## src/rtl/sync_debounce_edge_pkg.sv

```systemverilog
// Shared types and constants for the multi-channel debounce / edge detector.
package sync_pkg;

    typedef enum logic {
        DEB_STABLE,
        DEB_QUALIFY
    } deb_state_e;

    localparam int unsigned GLITCH_CNT_W = 16;

    // Qualification counter width; a single bit is kept even when one sample suffices.
    function automatic int unsigned cnt_w(input int unsigned stable_cycles);
        int unsigned w;
        w = $clog2(stable_cycles);
        return (w < 1) ? 1 : w;
    endfunction

endpackage

```

## src/rtl/sync_debounce_edge_if.sv

```systemverilog
// Bus between control logic (master) and the debouncer (slave).
// SYNC_DEBOUNCE_GLITCH_CNT_EN adds the glitch_cnt status signal.
interface sync_debounce_edge_if #(
    parameter int unsigned DATA_WIDTH = 4
);

    logic                  clr;
    logic [DATA_WIDTH-1:0] in_sync;
    logic [DATA_WIDTH-1:0] level;
    logic [DATA_WIDTH-1:0] rise;
    logic [DATA_WIDTH-1:0] fall;

`ifdef SYNC_DEBOUNCE_GLITCH_CNT_EN
    logic [sync_pkg::GLITCH_CNT_W-1:0] glitch_cnt;

    modport master (output clr, in_sync, input level, rise, fall, glitch_cnt);
    modport slave  (input clr, in_sync, output level, rise, fall, glitch_cnt);
`else
    modport master (output clr, in_sync, input level, rise, fall);
    modport slave  (input clr, in_sync, output level, rise, fall);
`endif

endinterface

```

## src/rtl/sync_debounce_edge_debounce_bit.sv

```systemverilog
// Single-channel debouncer: stability qualification, held level and one-cycle
// rise/fall pulses, plus a combinational strobe when a glitch is rejected.
module debounce_bit
    import sync_pkg::*;
#(
    parameter int unsigned STABLE_CYCLES = 8,
    parameter bit          RESET_LEVEL   = 1'b0
) (
    input  logic clk,
    input  logic rst,
    input  logic clr_i,
    input  logic in_i,
    output logic level_o,
    output logic rise_o,
    output logic fall_o,
    output logic glitch_c
);

    localparam int unsigned CNT_W = cnt_w(STABLE_CYCLES);

    deb_state_e       state_q, state_d;
    logic [CNT_W-1:0] cnt_q, cnt_d;
    logic             level_q, level_d;
    logic             rise_q, rise_d;
    logic             fall_q, fall_d;
    logic             flip;

    always_ff @(posedge clk or posedge rst) begin
        if (rst) begin
            state_q <= DEB_STABLE;
            cnt_q   <= '0;
            level_q <= RESET_LEVEL;
            rise_q  <= 1'b0;
            fall_q  <= 1'b0;
        end else begin
            state_q <= state_d;
            cnt_q   <= cnt_d;
            level_q <= level_d;
            rise_q  <= rise_d;
            fall_q  <= fall_d;
        end
    end

    // Next state; clr aborts any qualification, including one completing now.
    always_comb begin
        state_d  = state_q;
        cnt_d    = cnt_q;
        flip     = 1'b0;
        glitch_c = 1'b0;

        if (clr_i) begin
            state_d = DEB_STABLE;
            cnt_d   = '0;
        end else begin
            unique case (state_q)
                DEB_STABLE: begin
                    cnt_d = '0;
                    if (in_i != level_q) begin
                        if (STABLE_CYCLES == 1) begin
                            flip = 1'b1;
                        end else begin
                            state_d = DEB_QUALIFY;
                            cnt_d   = CNT_W'(1);
                        end
                    end
                end
                DEB_QUALIFY: begin
                    if (in_i == level_q) begin
                        state_d  = DEB_STABLE;
                        cnt_d    = '0;
                        glitch_c = 1'b1;
                    end else if (cnt_q == CNT_W'(STABLE_CYCLES - 1)) begin
                        state_d = DEB_STABLE;
                        cnt_d   = '0;
                        flip    = 1'b1;
                    end else begin
                        cnt_d = cnt_q + CNT_W'(1);
                    end
                end
                default: begin
                    state_d = DEB_STABLE;
                    cnt_d   = '0;
                end
            endcase
        end

        level_d = flip ? ~level_q : level_q;
        rise_d  = flip & ~level_q;
        fall_d  = flip &  level_q;
    end

    assign level_o = level_q;
    assign rise_o  = rise_q;
    assign fall_o  = fall_q;

endmodule

```

## src/rtl/sync_debounce_edge.sv

```systemverilog
// Multi-channel debouncer with rise/fall pulse outputs, one debounce_bit per channel.
// SYNC_DEBOUNCE_GLITCH_CNT_EN adds a saturating count of rejected glitches.
module sync_debounce_edge
    import sync_pkg::*;
#(
    parameter int unsigned DATA_WIDTH    = 4,
    parameter int unsigned STABLE_CYCLES = 8,
    parameter bit          RESET_LEVEL   = 1'b0
) (
    input  logic                 clk,
    input  logic                 rst,
    sync_debounce_edge_if.slave  bus
);

    logic [DATA_WIDTH-1:0] level_v;
    logic [DATA_WIDTH-1:0] rise_v;
    logic [DATA_WIDTH-1:0] fall_v;
`ifdef SYNC_DEBOUNCE_GLITCH_CNT_EN
    logic [DATA_WIDTH-1:0] glitch_v;
`endif

    for (genvar g = 0; g < int'(DATA_WIDTH); g++) begin : g_chan
        debounce_bit #(
            .STABLE_CYCLES (STABLE_CYCLES),
            .RESET_LEVEL   (RESET_LEVEL)
        ) u_bit (
            .clk      (clk),
            .rst      (rst),
            .clr_i    (bus.clr),
            .in_i     (bus.in_sync[g]),
            .level_o  (level_v[g]),
            .rise_o   (rise_v[g]),
            .fall_o   (fall_v[g]),
`ifdef SYNC_DEBOUNCE_GLITCH_CNT_EN
            .glitch_c (glitch_v[g])
`else
            .glitch_c ()
`endif
        );
    end

    assign bus.level = level_v;
    assign bus.rise  = rise_v;
    assign bus.fall  = fall_v;

`ifdef SYNC_DEBOUNCE_GLITCH_CNT_EN
    localparam int unsigned POP_W = $clog2(DATA_WIDTH + 1);
    localparam int unsigned SUM_W = GLITCH_CNT_W + 1;

    logic [POP_W-1:0]        pop_c;
    logic [SUM_W-1:0]        sum_c;
    logic [GLITCH_CNT_W-1:0] glitch_cnt_q, glitch_cnt_d;

    // Popcount of channels rejecting a glitch this cycle, added with saturation.
    always_comb begin
        pop_c = '0;
        for (int i = 0; i < int'(DATA_WIDTH); i++) begin
            pop_c = pop_c + POP_W'(glitch_v[i]);
        end
        sum_c = SUM_W'(glitch_cnt_q) + SUM_W'(pop_c);
        if (bus.clr) begin
            glitch_cnt_d = '0;
        end else if (sum_c[SUM_W-1]) begin
            glitch_cnt_d = '1;
        end else begin
            glitch_cnt_d = sum_c[GLITCH_CNT_W-1:0];
        end
    end

    always_ff @(posedge clk or posedge rst) begin
        if (rst) begin
            glitch_cnt_q <= '0;
        end else begin
            glitch_cnt_q <= glitch_cnt_d;
        end
    end

    assign bus.glitch_cnt = glitch_cnt_q;
`endif

endmodule
```

## src/flat_wrapper.sv

```systemverilog
// flat-port wrapper written by rule: the top's interface ports become plain ports
module sync_debounce_edge_flat import sync_pkg::*;
#(
    parameter int unsigned DATA_WIDTH    = 4,
    parameter int unsigned STABLE_CYCLES = 8,
    parameter bit          RESET_LEVEL   = 1'b0
)
  (clk, rst, bus_clr, bus_in_sync, bus_level, bus_rise, bus_fall);
  sync_debounce_edge_if #(.DATA_WIDTH(DATA_WIDTH)) bus_i ();
  input  logic clk;
  input  logic rst;
  input wire logic [$bits(bus_i.clr)-1:0] bus_clr;
  input wire logic [$bits(bus_i.in_sync)-1:0] bus_in_sync;
  output wire logic [$bits(bus_i.level)-1:0] bus_level;
  output wire logic [$bits(bus_i.rise)-1:0] bus_rise;
  output wire logic [$bits(bus_i.fall)-1:0] bus_fall;
  assign bus_i.clr = bus_clr;
  assign bus_i.in_sync = bus_in_sync;
  assign bus_level = bus_i.level;
  assign bus_rise = bus_i.rise;
  assign bus_fall = bus_i.fall;
  sync_debounce_edge #(.DATA_WIDTH(DATA_WIDTH), .STABLE_CYCLES(STABLE_CYCLES), .RESET_LEVEL(RESET_LEVEL)) u_core (.clk(clk), .rst(rst), .bus(bus_i));
endmodule
```

## config.mk

```make
export PLATFORM = sky130hd
export DESIGN_NAME = sync_debounce_edge_flat
export DESIGN_NICKNAME = d
export VERILOG_FILES = /design/src/rtl/sync_debounce_edge_pkg.sv /design/src/rtl/sync_debounce_edge_if.sv /design/src/rtl/sync_debounce_edge_debounce_bit.sv /design/src/rtl/sync_debounce_edge.sv /design/src/flat_wrapper.sv
export SDC_FILE = /design/constraint.sdc
export NUM_CORES = 1
export LEC_CHECK = 0
export CORE_MARGIN = 2
export CORE_UTILIZATION = 29
export DETAILED_ROUTE_END_ITERATION = 16
export MAX_ROUTING_LAYER = met4
export PLACE_DENSITY = 0.45
export SETUP_SLACK_MARGIN = 0.15
export SYNTH_ARGS = -nofsm -noshare
export SYNTH_HDL_FRONTEND = slang
export SYNTH_SLANG_ARGS = --single-unit
```

## constraint.sdc

```tcl
create_clock -name clk -period 4 [get_ports clk]
set_input_delay 0.8 -clock clk [delete_from_list [all_inputs] [get_ports clk]]
set_output_delay 0.8 -clock clk [all_outputs]
set_load 0.02 [all_outputs]
```

==> run_1/power_grid.png <==
The bar under the picture is 20 um long. Pins as bars on the die edge.
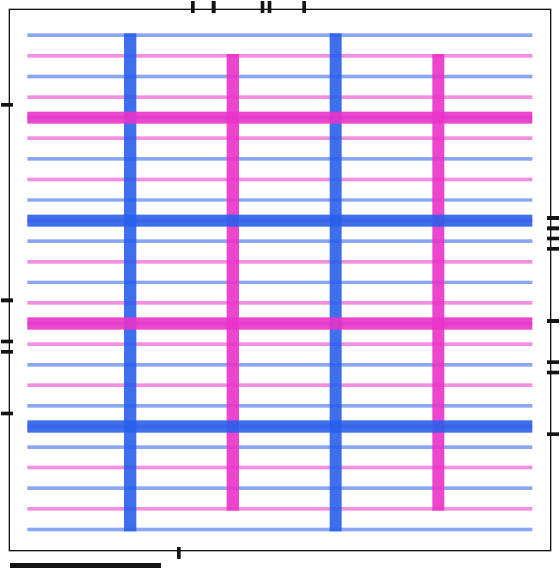
magenta -> VDD
blue -> VSS
rows = 24
signal pins = 19
met5 straps = 4
met1 rails = 25
met4 straps = 4

==> run_1/placement_by_type.png <==
The bar under the picture is 20 um long.
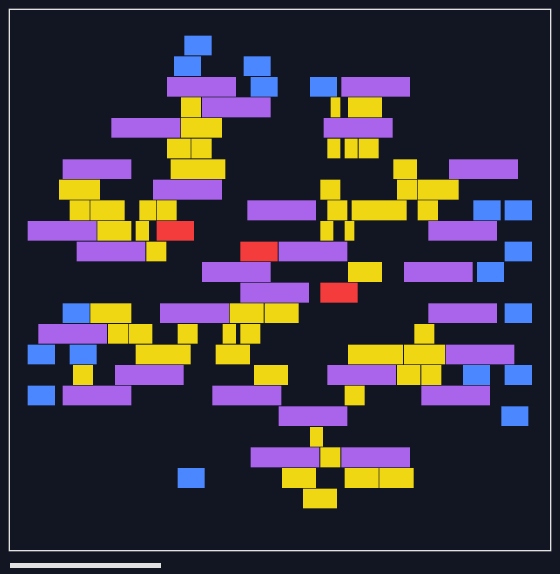
yellow -> combinational and other logic  # cells 52, share of their area 36%
blue -> other buffers and delay cells  # cells 18, share of their area 12%
purple -> flops  # cells 28, share of their area 49%
red -> clock drivers  # cells 3, share of their area 2.9%

==> run_1/clk_routes.png <==
The bar under the picture is 20 um long.
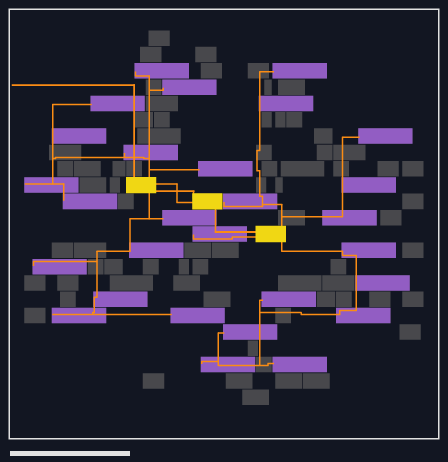
orange -> clock wires  # length 378 um
yellow -> clock drivers  # count 3
purple -> flip-flops  # count 28
routed clock nets = 4
Clock net power: 0.151 mW
clk_lat worst skew: 0.27 ns
Clock Skew: 0.001384 ns
clock power share: 32.0%

[run 1: cell usage after synthesis]
master    count
buf_4        12
nand3b_4      4
inv_1         1
nand2_1       1
o21a_1        4
nand2b_1      1
mux2_4        4
nor4b_2       1
dfrtp_1      28
nor3b_1       9
ha_1          8
buf_2         1
nor3_1        6
nand3b_1      1
xnor2_1       4
and4bb_2      4
a211oi_1      4
[run 1: stage by stage]
step	instances	area, um2	util [%]
final	153	1506	34.60
after global routing	153	1506	34.60
after CTS	153	1506	34.60
after detailed placement	150	1465	33.65
after global placement	150	1465	33.65
after floorplan	93	1315	-
[run 1: per-layer routing]
layer	wire length, um	global-route usage [%]	vias to the layer above
li1	-	-	336
met1	913	10.22	351
met2	841	12.45	15
met3	83	3.235	2
met4	17	3.145	0
met5	0	-	-
[run 1: layout make-up]
class,count,share of cell area [%]
multi-input combinational,51,34.22
timing repair buffer,18,11.96
clock buffer,3,2.741
sequential,28,46.51
inverter,1,0.2492
tap,52,4.319
[run 1: where the power goes]
| part | switching, mW | internal [mW] |
|---|---|---|
| clock | 0.0837 | 0.0675 |
| combinational | 0.0149 | 0.0136 |
| sequential | 0.00498 | 0.287 |
[run 1: state kept, by name (all words and copies together) (netlist names)]
signal and cells:
u_core.g_chan.u_bit.cnt_q 12, u_core.g_chan.u_bit.fall_o 4, u_core.g_chan.u_bit.level_o 4, u_core.g_chan.u_bit.rise_o 4, u_core.g_chan.u_bit.state_q 4
[run 1: cells by family after synthesis]
family,synth area share [%]
compound gates,4.567
xor+xnor,2.664
fa+ha+maj,7.612
buf+inv,7.516
flops,53.28
mux,4.567
simple gates,19.79
==> flow_summary.ini, run 1 <==
; physical design summary
[critical_path]
r2r-end = u_core.g_chan[1].u_bit.level_o
startpoint_type = register
cp_num_cells = 1
arrival_ns = 1.33
cp_cell_sequence = clkdlybuf4s50_1
cp-end-kind = output port
crit_path_end = bus_level[3]
r2r_slack_ns = 2.60
critical-path-max-stage-delay_ns = 0.64
rr_startpoint = u_core.g_chan[1].u_bit.cnt_q[0]
crit_start = u_core.g_chan[3].u_bit.level_o
path_class = reg -> out
path_delay_family = buffers and inverters
crit_slowest_cell = clkdlybuf4s50_1
worst-path-buf-inv = 1
required_ns = 3.20
worstRegToRegCells = 4
cp_max_fo = 5

[placement]
port_buffers = 18
dp_hpwl_um = 1271
dp_slack_ns = 1.580
place.gp.congestion = 0.6908

[floorplan]
fp.dieH_um = 71.34
coreArea_mm2 = 0.004354
rows = 24
chipArea_mm2 = 0.005089
die_width_um = 71.34
ios = 19
fp_util_pct = 30.20

[route]
dr_total_vias = 704
postRouteAntennaNets = 0
avgRoutedWirePerCell_um = 12.12
first_pass_iters = 3
drc = 0
post_drt_via_cell_ratio = 4.601
drtIter0Drc = 22
finalWirelength_um = 1855

[global_route]
grt_pass1_wl_um = 3236
grt_pass1_vias = 716
antenna_found_initial = 0
grt-ovfl-total = 0
grt_max_degree = 29
grt_use_total_pct = 8.341

[worst_hold_path]
worstHoldPathCells = 1
min_from = u_core.g_chan[1].u_bit.level_o
hold_path_end = u_core.g_chan[1].u_bit.rise_o
hp-class = reg -> reg

[final_timing]
hold_ws_ns = 0.5167
fin_setup_tns_ns = 0
fin_crit_ns = 2.134
finalSetupViolCount = 0
drv_slew = 0
hold_viol = 0
post-route-worst-setup-slack_ns = 1.866
period_used_pct = 53.36
relSlewSlack_pct = 29.07
rsz0062_at_grt = false
worst_pin_slew_ns = 1.063
fmax_ghz = 0.4685

[cts]
clockBufferDepth = 2
cts_tree = done
cts_inserted_buffers = 3
postCtsSetupRepairBufs = 0
clk_pin_slew_ns = 0.09
htreeDepth = 1
postCtsResizedCells = 0
cts_root_buffer = clkbuf_8
cts.sinks = 28
holdBufCountCts = 0

[logic_synthesis]
top_area_share_pct = 53.28
synth_seq_share_pct = 53.28
yosys_warnings = 0
fp_nets = 108
ys.flops = 28
syn_inst = 93
yosys_area_mm2 = 0.001315
top_area_cell = dfrtp_1
ys_types = 17
avgSynthCellArea_um2 = 14.14
synth_stat.cells = 93
synth.area.top_cells = dfrtp_1 53%, ha_1 7.6%, buf_4 6.9%
syn-cell-area_mm2 = 0.001315

[pwr]
power_density_mw_per_mm2 = 313.5
power.total_mw = 0.4722
vdd_ir_drop_max_mv = 0.1944
p_leak_nw = 0.7643

[flow_run]
warning_count = 26
cap_viol_max_count = 0

[final_layout]
antenna-diode-count = 0
final_common_cell = dfrtp_1
regArea_um2 = 700.7
nets = 118
syn_to_final_growth_pct = 14.56
num-fill-cells = 410
drive_gt1_share_pct = 15.84
final_cell_mix = 28 x dfrtp_1, 18 x clkdlybuf4s50_1, 9 x nor3b_1
logic_area_um2 = 515.5

[status]
status = complete, no violations
==> inputs of run 2 (changes only) <==
==> constraint.sdc (replaced) <==
create_clock -name clk -period 1.99 [get_ports clk]
set_input_delay 0.398 -clock clk [delete_from_list [all_inputs] [get_ports clk]]
set_output_delay 0.398 -clock clk [all_outputs]
set_load 0.02 [all_outputs]
==> run 2 against run 1 <==
Effect of this change:
- synthesized cell count unchanged
- clock skew increased by 0.00075 ns
- clock-buffer cell count increased by 1
- first-iteration DRC count down 23%
- hold slack got worse by 0.044 ns
==> flow_summary.ini, run 2 <==
; physical design summary
[logic_synthesis]
top_cell = dfrtp_1
synth_seq_share_pct = 53.28
synth_stat.cells = 93
syn_inst = 93
yosys_area_mm2 = 0.001315
ys.flops = 28
yosys_warnings = 0
synth-edff-count = 0
ys.flop_type = dfrtp_1
top_area_cell = dfrtp_1

[final_timing]
drv_slew = 0
rsz0062_at_grt = false
worst_pin_slew_ns = 0.4142
finalSetupViolCount = 0
relSlewSlack_pct = 72.19
period_used_pct = 86.97
fin_crit_ns = 1.731
post-route-worst-setup-slack_ns = 0.2593
clock-skew-final_ns = 0.002136

[final_layout]
nets = 120
logic_area_um2 = 515.5
antenna-diode-count = 0
buffers_excl_clock = 20
stdcell_count = 156
largest_class = sequential cells
comb_share_pct = 33.58
largest_reg_flops = 12
regArea_um2 = 700.7
final_common_cell = dfrtp_1
nClkBuffers = 4
clock_area_share_pct = 3.586
buffer_area_share_pct = 12.71
syn_to_final_growth_pct = 16.75

[route]
avgRoutedWirePerCell_um = 12.54
finalWirelength_um = 1956
post_drt_via_cell_ratio = 4.481
drc = 0
first_pass_iters = 4
drtIter0Drc = 17

[placement]
dp_hpwl_um = 1297
port_buffers = 18
dp.cells = 152
dp_slack_ns = 0.3148

[global_route]
antenna_found_initial = 0
grt_pass1_wl_um = 3429
grt_use_total_pct = 9.047

[floorplan]
taps = 52
fp.dieH_um = 71.34
ios = 19
fp_util_pct = 30.20
chipArea_mm2 = 0.005089

[critical_path]
path_class = reg -> out
cp_cell_sequence = clkdlybuf4s50_1
startpoint_type = register
cp_max_fo = 5
required_ns = 1.59
path_delay_family = buffers and inverters
crit_start = u_core.g_chan[3].u_bit.level_o
worst-path-buf-inv = 1

[cts]
postCtsResizedCells = 0
clockBufferDepth = 2
cts.sinks = 28
cts_inserted_buffers = 3
clk_pin_slew_ns = 0.09
htreeDepth = 1
postCtsSetupRepairBufs = 0

[pwr]
clockPowerShare_pct = 35.2
power_frac_seq_pct = 58.7
p_leak_nw = 0.7811
p_int_mw = 0.7850
p_sw_mw = 0.2165

[status]
status = complete, no violations

[flow_run]
cap_viol_max_count = 0

[worst_hold_path]
hp-class = in -> async
-- run 2: cell counts after synthesis --
No cell type changed its count.
-- run 2: worst reg2reg max path, delay by kind of cell (launching register included) --
family,cells,cell delay [ns]
DFF,1,0.40
muxes,1,0.30
adders and majority gates,2,0.48
and+or+nand+nor,1,0.12
-- run 2: metrics by stage --
step / utilization (%) / instance area [um2]
global route: 35.26 / 1535
global placement: 33.99 / 1480
CTS: 35.26 / 1535
floorplan: - / 1315
finish: 35.26 / 1535
detailed placement: 33.99 / 1480
-- run 2: per-layer routing --
layer,up-vias,GRT usage [%],part of all wire (%)
met5,-,-,0
met4,0,5.031,2.6
met3,5,2.250,4.6
met2,18,12.76,42
met1,330,11.84,51
li1,346,-,-
-- run 2: final timing paths --
kind	to	depth (start not counted)
max	bus_level[3]	1
min	u_core.g_chan[2].u_bit.cnt_q[1]	3
max reg2reg	u_core.g_chan[1].u_bit.level_o	4
min reg2reg	u_core.g_chan[2].u_bit.rise_o	1
max in group asynchronous	u_core.g_chan[0].u_bit.cnt_q[0]	3
min in group clk	u_core.g_chan[2].u_bit.rise_o	1
-- run 2: logic make-up after synthesis --
| logic type | synth area share [%] |
|---|---|
| flip-flops | 53.28 |
| multiplexers | 4.567 |
| adder cells (fa/ha/maj) | 7.612 |
| AND-OR/OR-AND | 4.567 |
| XOR/XNOR | 2.664 |
| buffers and inverters | 7.516 |
| AND/OR/NAND/NOR | 19.79 |
-- run 2: power by group through the flow --
stage / Clock (mW) / Combinational, mW / Sequential [mW]
2_1_floorplan: 0 / 0.0346 / 0.597
3_3_place_gp: 0 / 0.0612 / 0.599
3_5_place_dp: 0 / 0.0625 / 0.599
4_1_cts: 0.371 / 0.0625 / 0.588
5_1_grt: 0.407 / 0.0681 / 0.590
6_report: 0.352 / 0.0610 / 0.588
==> run_2/placement.png <==
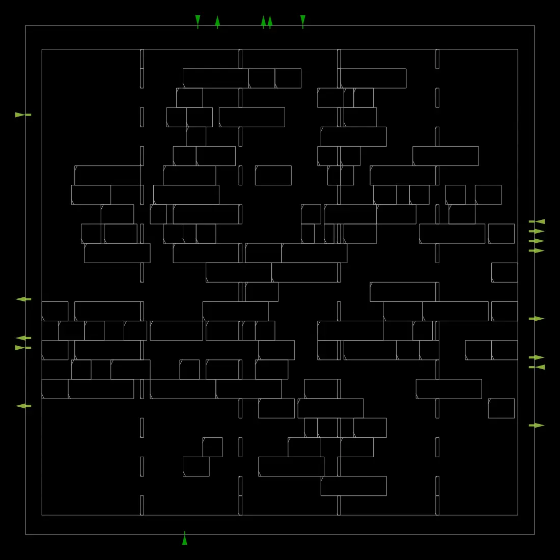
Filler cells: 421
flop share of the area: 45.64%
core box area: 0.004354 mm2
row count: 24
Final Core Density: 35.26%

==> run_2/wires.png <==
Only two layers are drawn.
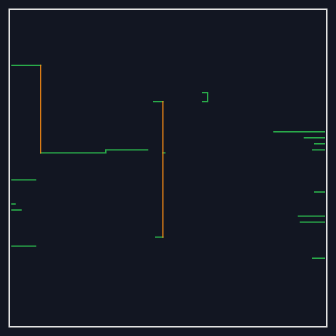
orange -> metal 4  # wire length 50.3 um
green -> metal 3  # wire length 89.5 um

==> inputs of run 3 (changes only) <==
--- a/config.mk
+++ b/config.mk
@@ -11,6 +11,7 @@
 export MAX_ROUTING_LAYER = met4
 export PLACE_DENSITY = 0.45
 export SETUP_SLACK_MARGIN = 0.15
+export SKIP_CTS_REPAIR_TIMING = 1
 export SYNTH_ARGS = -nofsm -noshare
 export SYNTH_HDL_FRONTEND = slang
 export SYNTH_SLANG_ARGS = --single-unit
==> run 3 against run 2 <==
Effect of this change:
- setup slack did not move
- critical path depth did not move
- first-iteration DRC count did not move
- power did not move
- maximum frequency did not move
- synthesized cell count did not move
- critical path type unchanged
- largest power group unchanged
==> flow_summary.ini, run 3 <==
; physical design summary
[final_timing]
period_used_pct = 86.97
relSlewSlack_pct = 72.19
finalSetupViolCount = 0
fin_crit_ns = 1.731
hold_ws_ns = 0.4724
drv_slew = 0
fin_setup_tns_ns = 0
worst_pin_slew_ns = 0.4142
fmax_ghz = 0.5778
hold_viol = 0
rsz0062_at_grt = false
post-route-worst-setup-slack_ns = 0.2593

[cts]
cts_root_buffer = clkbuf_8
cts.sinks = 28
cts_inserted_buffers = 3
cts_tree = done
clk_pin_slew_ns = 0.09
clockBufferDepth = 2
clk_latency_ns = 0.27
htreeDepth = 1

[placement]
dp_hpwl_um = 1297
dp.cells = 152
place.gp.congestion = 0.6724
port_buffers = 18
dp_slack_ns = 0.3148
post_dp_cell_area_mm2 = 0.001480

[route]
finalWirelength_um = 1956
dr_total_vias = 699
drc = 0
first_pass_iters = 4
drtIter0Drc = 17
avgRoutedWirePerCell_um = 12.54
postRouteAntennaNets = 0
post_drt_via_cell_ratio = 4.481

[final_layout]
syn_to_final_growth_pct = 16.75
top_register = u_core.g_chan.u_bit.cnt_q
final_common_cell = dfrtp_1
antenna-diode-count = 0
utilization_pct = 35.26
final_cell_mix = 28 x dfrtp_1, 18 x clkdlybuf4s50_1, 9 x nor3b_1
largest_reg_flops = 12
drive_gt1_share_pct = 18.27
nets = 120

[logic_synthesis]
synth.area.top_cells = dfrtp_1 53%, ha_1 7.6%, buf_4 6.9%
yosys_warnings = 0
ys_types = 17
syn-cell-area_mm2 = 0.001315
top_area_cell = dfrtp_1
yosys_area_mm2 = 0.001315
synth-edff-count = 0
top_area_share_pct = 53.28
fp_nets = 108
ys.flop_type = dfrtp_1
syn_inst = 93
async_reset_ff_share_pct = 100.0
synth_seq_share_pct = 53.28
common_cells = 28 x dfrtp_1, 12 x buf_4, 9 x nor3b_1, 8 x ha_1, 6 x nor3_1
ys.flops = 28
top_cell = dfrtp_1
avgSynthCellArea_um2 = 14.14
synth_stat.cells = 93

[critical_path]
cp_cell_sequence = clkdlybuf4s50_1
path_class = reg -> out
required_ns = 1.59
startpoint_type = register
worst-path-buf-inv = 1
path_delay_family = buffers and inverters
crit_slowest_cell = clkdlybuf4s50_1
cp-end-kind = output port
arrival_ns = 1.33
critical-path-max-stage-delay_ns = 0.63
cp_max_fo = 5

[pwr]
comb_power_mw = 0.0610
p_comb_share_pct = 6.1
p_sw_mw = 0.2165
p_int_mw = 0.7850
pg_clk_mw = 0.352
vdd_ir_drop_max_mv = 0.2239
power.total_mw = 1.002
p_leak_nw = 0.7811
p_sw_share_pct = 21.62
power_frac_seq_pct = 58.7
power_density_mw_per_mm2 = 652.4
maxPowerGroup = sequential cells
clockPowerShare_pct = 35.2
p_seq_mw = 0.588

[floorplan]
coreArea_mm2 = 0.004354
ios = 19
rows = 24
fp.dieH_um = 71.34
fp_util_pct = 30.20
die_width_um = 71.34
chipArea_mm2 = 0.005089

[global_route]
antenna_found_initial = 0
grt_pass1_vias = 749
grt_use_total_pct = 9.047
grt-ovfl-total = 0
grt_pass1_wl_um = 3429

[status]
status = complete, no violations

[worst_hold_path]
hp-class = in -> async

[flow_run]
cap_viol_max_count = 0
warning_count = 26
## run 3: cell counts after synthesis
No cell type changed its count.
## run 3: cell type report
class / count / area (um2)
tap: 52 / 65.06
sequential: 28 / 700.7
clock buffer: 4 / 55.05
fill: 421 / 2819
timing repair buffer: 20 / 195.2
inverter: 1 / 3.754
multi-input combinational: 51 / 515.5
## run 3: tightest hold or removal path, stage by stage
cell and delay, ns:
clkdlybuf4s50_1 0.39, inv_1 0.05, buf_4 0.33
## run 3: worst paths after layout
check	depth (start not counted)	slack (ns)	startpoint	endpoint
min reg2reg	1	0.52	u_core.g_chan[2].u_bit.level_o	u_core.g_chan[2].u_bit.rise_o
min	3	0.47	rst	u_core.g_chan[2].u_bit.cnt_q[1]
max reg2reg	4	0.58	u_core.g_chan[1].u_bit.cnt_q[0]	u_core.g_chan[1].u_bit.level_o
max in group asynchronous	3	1.25	rst	u_core.g_chan[0].u_bit.cnt_q[0]
max	1	0.26	u_core.g_chan[3].u_bit.level_o	bus_level[3]
min in group clk	1	0.52	u_core.g_chan[2].u_bit.level_o	u_core.g_chan[2].u_bit.rise_o
## run 3: per-layer routing
layer | wire length (um) | part of all wire [%] | track usage (%)
met5 | 0 | 0 | -
met4 | 50 | 2.6 | 5.031
met3 | 89 | 4.6 | 2.250
met2 | 814 | 42 | 12.76
met1 | 1001 | 51 | 11.84
## run 3: kinds of logic (layout without fill, tap and decap cells)
| group | Yosys count | in the layout | synth area share, % |
|---|---|---|---|
| DFF | 28 | 28 | 53.28 |
| and+or+nand+nor | 27 | 27 | 19.79 |
| buffers and inverters | 14 | 25 | 7.516 |
| adders and majority gates | 8 | 8 | 7.612 |
| AOI/OAI and AO/OA | 8 | 8 | 4.567 |
| xor gates and xnor gates | 4 | 4 | 2.664 |
| muxes | 4 | 4 | 4.567 |
==> run_3/placement_by_type.png <==
The bar under the picture is 20 um long.
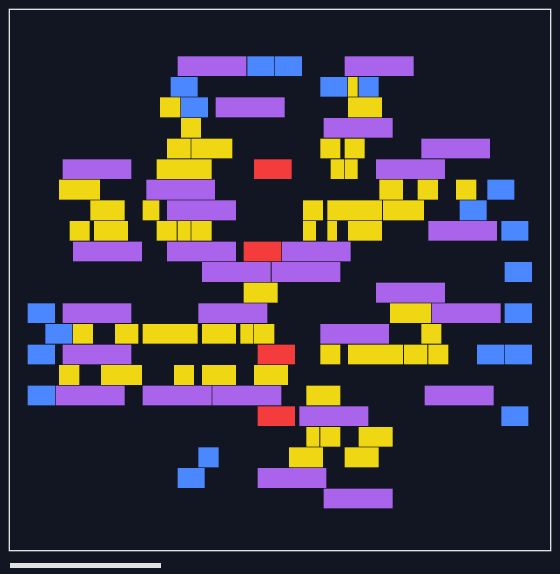
blue -> other buffers and delay cells  # cells 20, share of their area 13%
red -> clock drivers and dummy loads  # cells 4, share of their area 3.7%
yellow -> combinational and other logic  # cells 52, share of their area 35%
purple -> flops  # cells 28, share of their area 48%
Final Cell Area: 0.001535 mm2

==> run_3/placement.png <==
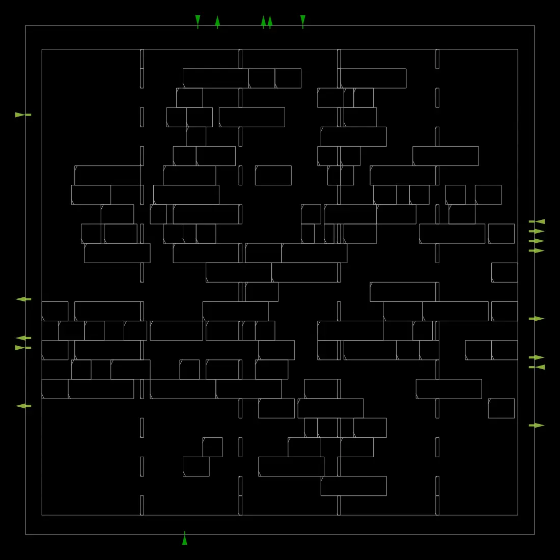
# Taps: 52
FFs & Latches: 28
Post-Layout Cell Count: 156

Power figures rest on the tool's default switching activity, not on a simulated workload.
